==> src/rtl/pc_sequencer.sv <==
// Program-counter sequencer with jump, relative branch and a return-address stack.
// Latency: every pc/depth/flag change is visible one cycle after the request is sampled.
// Backpressure: stall freezes pc, stack, depth and flags; stack overflow/underflow fall back to pc+1.
module pc_sequencer #(
    parameter int WIDTH       = 8,
    parameter int OFF_WIDTH   = 8,
    parameter int STACK_DEPTH = 4
) (
    input  logic                               clk,
    input  logic                               reset,
    input  logic                               stall,
    input  logic                               jump,
    input  logic                               call,
    input  logic                               ret,
    input  logic [WIDTH-1:0]                   target,
    input  logic                               branch,
    input  logic [OFF_WIDTH-1:0]               offset,
    output logic [WIDTH-1:0]                   pc,
    output logic [$clog2(STACK_DEPTH+1)-1:0]   depth,
    output logic                               stack_full,
    output logic                               stack_empty,
    output logic                               overflow,
    output logic                               underflow
);

    localparam int DW = $clog2(STACK_DEPTH + 1);
    localparam int IW = (STACK_DEPTH > 1) ? $clog2(STACK_DEPTH) : 1;

    logic [WIDTH-1:0] pc_q, pc_d;
    logic [DW-1:0]    depth_q, depth_d;
    logic             ovf_q, ovf_d;
    logic             unf_q, unf_d;

    // Return-address storage; left uninitialised, entries at or above depth are never read.
    logic [WIDTH-1:0] stack_q [STACK_DEPTH];

    logic             push_en;
    logic [IW-1:0]    push_idx;
    logic [IW-1:0]    top_idx;
    logic [WIDTH-1:0] pc_inc;
    logic [WIDTH-1:0] off_ext;
    logic             is_full;
    logic             is_empty;

    assign pc_inc   = pc_q + WIDTH'(1);
    assign off_ext  = WIDTH'($signed(offset));
    assign push_idx = IW'(depth_q);
    assign top_idx  = IW'(depth_q - DW'(1));
    assign is_full  = (depth_q == DW'(STACK_DEPTH));
    assign is_empty = (depth_q == '0);

    // Next-state selection in priority order ret > call > jump > branch > increment; stall holds.
    always_comb begin
        pc_d    = pc_q;
        depth_d = depth_q;
        ovf_d   = ovf_q;
        unf_d   = unf_q;
        push_en = 1'b0;
        if (!stall) begin
            if (ret) begin
                if (!is_empty) begin
                    pc_d    = stack_q[top_idx];
                    depth_d = depth_q - DW'(1);
                end else begin
                    unf_d = 1'b1;
                    pc_d  = pc_inc;
                end
            end else if (call) begin
                if (!is_full) begin
                    push_en = 1'b1;
                    depth_d = depth_q + DW'(1);
                    pc_d    = target;
                end else begin
                    ovf_d = 1'b1;
                    pc_d  = pc_inc;
                end
            end else if (jump) begin
                pc_d = target;
            end else if (branch) begin
                pc_d = pc_q + off_ext;
            end else begin
                pc_d = pc_inc;
            end
        end
    end

    // Control state register with synchronous reset.
    always_ff @(posedge clk) begin
        if (reset) begin
            pc_q    <= '0;
            depth_q <= '0;
            ovf_q   <= 1'b0;
            unf_q   <= 1'b0;
        end else begin
            pc_q    <= pc_d;
            depth_q <= depth_d;
            ovf_q   <= ovf_d;
            unf_q   <= unf_d;
        end
    end

    // Push the return address into the first free slot, reusing slots freed by earlier rets.
    always_ff @(posedge clk) begin
        if (!reset && push_en) begin
            stack_q[push_idx] <= pc_inc;
        end
    end

    assign pc          = pc_q;
    assign depth       = depth_q;
    assign stack_full  = is_full;
    assign stack_empty = is_empty;
    assign overflow    = ovf_q;
    assign underflow   = unf_q;

endmodule

==> config.mk <==
export PLATFORM = sky130hd
export DESIGN_NAME = pc_sequencer
export DESIGN_NICKNAME = d
export VERILOG_FILES = /design/src/rtl/pc_sequencer.sv
export SDC_FILE = /design/constraint.sdc
export NUM_CORES = 1
export LEC_CHECK = 0
export CAP_MARGIN = 20
export CORE_MARGIN = 4
export CORE_UTILIZATION = 44
export DETAILED_ROUTE_END_ITERATION = 6
export PLACE_DENSITY = 0.69
export SKIP_LAST_GASP = 1
export SYNTH_ARGS = -nofsm -noshare
export SYNTH_HDL_FRONTEND = slang
export SYNTH_SLANG_ARGS = --single-unit
export TNS_END_PERCENT = 20
==> constraint.sdc <==
create_clock -name clk -period 2.5 [get_ports clk]
set_input_delay 0.25 -clock clk [delete_from_list [all_inputs] [get_ports clk]]
set_output_delay 0.25 -clock clk [all_outputs]
set_load 0.005 [all_outputs]
**Run 1: metal 1**

Cells faint in the background.
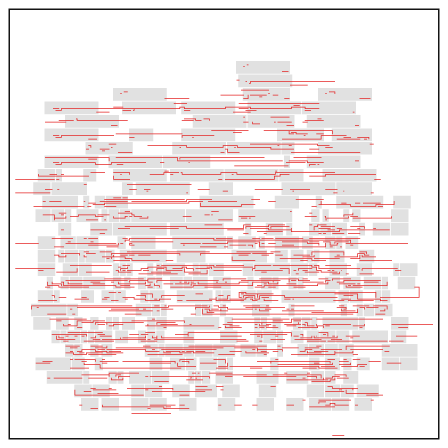
nets with wire on the layer: 305
share of all routed wire: 45%
main direction: horizontal
final WL: 6490 um
vias: 2150
routing usage on met1: 24.9%

**Run 1: the metal 2 layer**

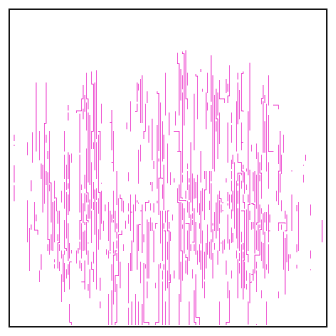
main direction: vertical
nets with wire on the layer: 282
share of all routed wire: 49%

==> impl_metrics.yaml, run 1 <==
# implementation run metrics
outcome:
  outcome: "completed"
yosys:
  avgSynthCellArea_um2: 10.7
  syn_inst: 253
  ys_cells: 253
  simple_gate_share_pct: 14.1
  synthMostInstantiatedCell: "edfxtp_1"
setup_path:
  cp.buffers_inverters: 2
  startpoint_type: "flop"
  cp.depth: 6
  worstPathMaxFanout: 9
  slowest_stage: "and2_1"
timing:
  post-route-period-util_pct: 87.8
  holdWs_ns: 0.484
  final.setup.worst_slack_ns: 0.305
power_and_ir_drop:
  p_sw_share_pct: 27.6
  power_leakage_uw: 0.00123
  power_density_nw_per_um2: 585
  ir_drop_v: 0.000426
die:
  fp-utilization_pct: 45.4
  die_area_um2: 7460
  chipWidth_um: 86.4
  dieHeight_um: 86.4
layout:
  drive_gt1_share_pct: 9.73
  num-clock-buffers: 6
  mostFrequentLayoutCell: "clkdlybuf4s50_1"
  instances_no_fill: 373
  comb_area_um2: 1360
grt:
  grt_overflow: 0
  grt_max_degree: 24
job:
  cap_violations: 0
place:
  place_ws_ns: 0.0658
  hpwlAfterDp_um: 4960
  port_buffers: 37
  placed_cells: 365
hold_path:
  min_path_type: "reg -> reg"
  hold_depth: 2
clocking:
  htree_levels: 2
  cts_resized: 0
drt:
  top_layer_used: "met4"
**Run 1: met3 routing**

Cells faint in the background.
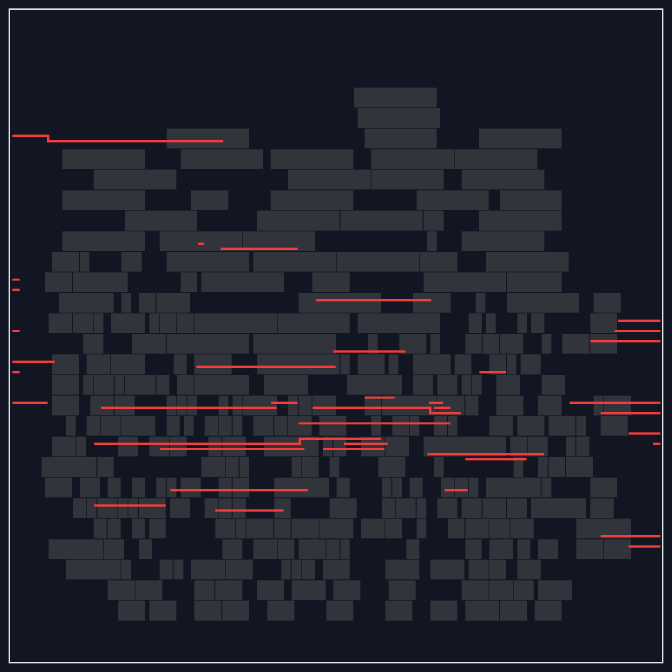
share of all routed wire: 5.5%
nets with wire on the layer: 33
wire length on this layer: 357 um
M3 GR Usage: 3.61%

**Run 1: routing congestion**

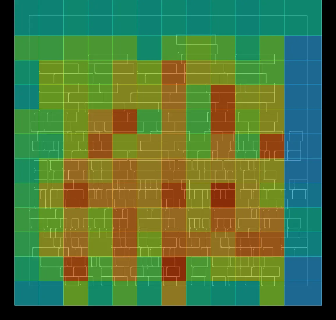
GRT Total Usage: 18.3%
Core Util, Final: 55.7%
drt wl/cell: 17.4 um
most crowded layer after global routing: met2
met2 GRT Util: 30.7%

**Run 1: where the registers sit**

The bar under the picture is 20 um long. Other sequential cells in the stronger gray, the rest of the logic in the fainter gray.
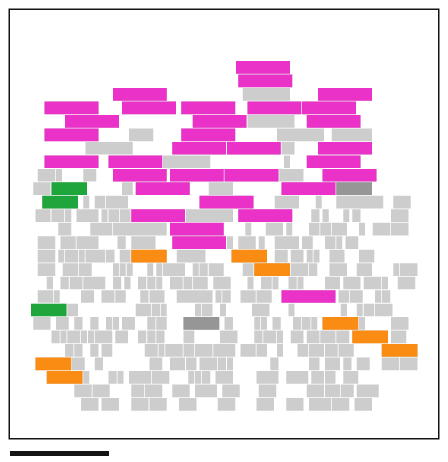

==> run 2, diff against run 1 <==
PLACE_DENSITY = 0.71   (was 0.69)
clock period = 2 ns   (was 2.5 ns; I/O delays follow)
**Run 2: where the registers sit**

The bar under the picture is 20 um long. Other sequential cells in the stronger gray, the rest of the logic in the fainter gray.
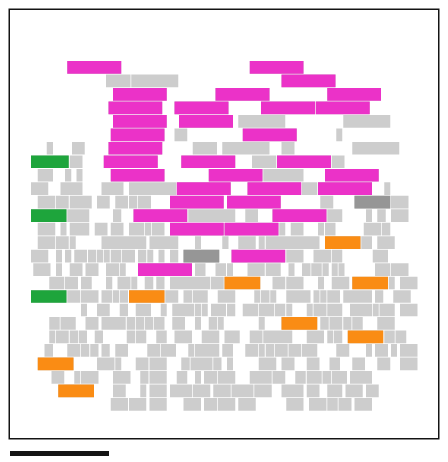
[green] `depth` | placed flops: 3
[magenta] `stack_q` | placed flops: 32
[orange] `pc` | placed flops: 8
not colored: 2

**Run 2: routing congestion**

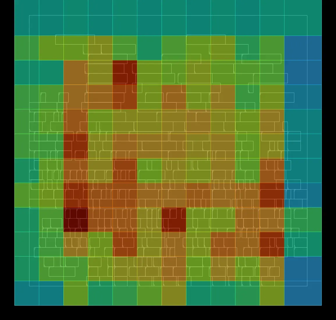
Core Util, Final: 59.2%
routing usage on met1: 26.8%
GRT Total Usage: 19.8%

**Run 2: the metal 2 layer**

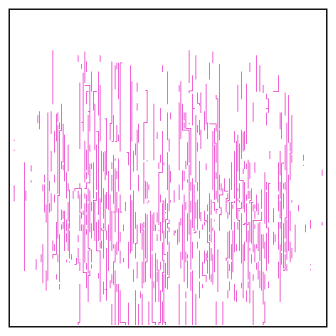
wire length on this layer: 3340 um
longest straight run: 45.9 um
nets with wire on the layer: 307
final WL: 6900 um
vias: 2246
met2 GRT Util: 32.4%

==> impl_metrics.yaml, run 2 <==
# implementation run metrics
grt:
  met3_usage_pct: 3.61
  grt_overflow: 0
  grt_max_degree: 24
layout:
  drive_gt1_share_pct: 19.7
  clk_share_pct: 2.94
  mostFrequentLayoutCell: "clkdlybuf4s50_1"
  comb_area_um2: 1410
  ff_latch_area_um2: 1220
  instances_no_fill: 395
yosys:
  ys_seq_share_pct: 45.2
  simple_gate_share_pct: 14.1
  synthMostInstantiatedCell: "edfxtp_1"
  syn_inst: 253
  syn_area_um2: 2700
setup_path:
  startpoint_type: "flop"
  cp.buffers_inverters: 4
  r2r_start: "pc[0]$_SDFFE_PP0N_"
  worstPathMaxFanout: 8
  cp.depth: 6
  slowest_stage: "clkdlybuf4s50_1"
die:
  chipWidth_um: 86.4
  fp-utilization_pct: 45.4
  dieHeight_um: 86.4
  die_area_um2: 7460
timing:
  post-route-period-util_pct: 99.4
  final.setup.worst_slack_ns: 0.0121
  holdWs_ns: 0.474
  fmax_mhz: 503
outcome:
  outcome: "completed"
job:
  cap_violations: 0
hold_path:
  min_path_type: "reg -> reg"
  hold_depth: 2
clocking:
  cts_resized: 4
  cts-root-buf: "clkbuf_8"
  htree_levels: 2
power_and_ir_drop:
  p_sw_share_pct: 28.5
  ir_drop_v: 0.000370
  power_density_nw_per_um2: 707
  p_int_uw: 1780
  power_leakage_uw: 0.00137
place:
  port_buffers: 37
  place_ws_ns: -0.398
  placed_cells: 388
drt:
  top_layer_used: "met4"
  wl_per_cell_um: 17.5
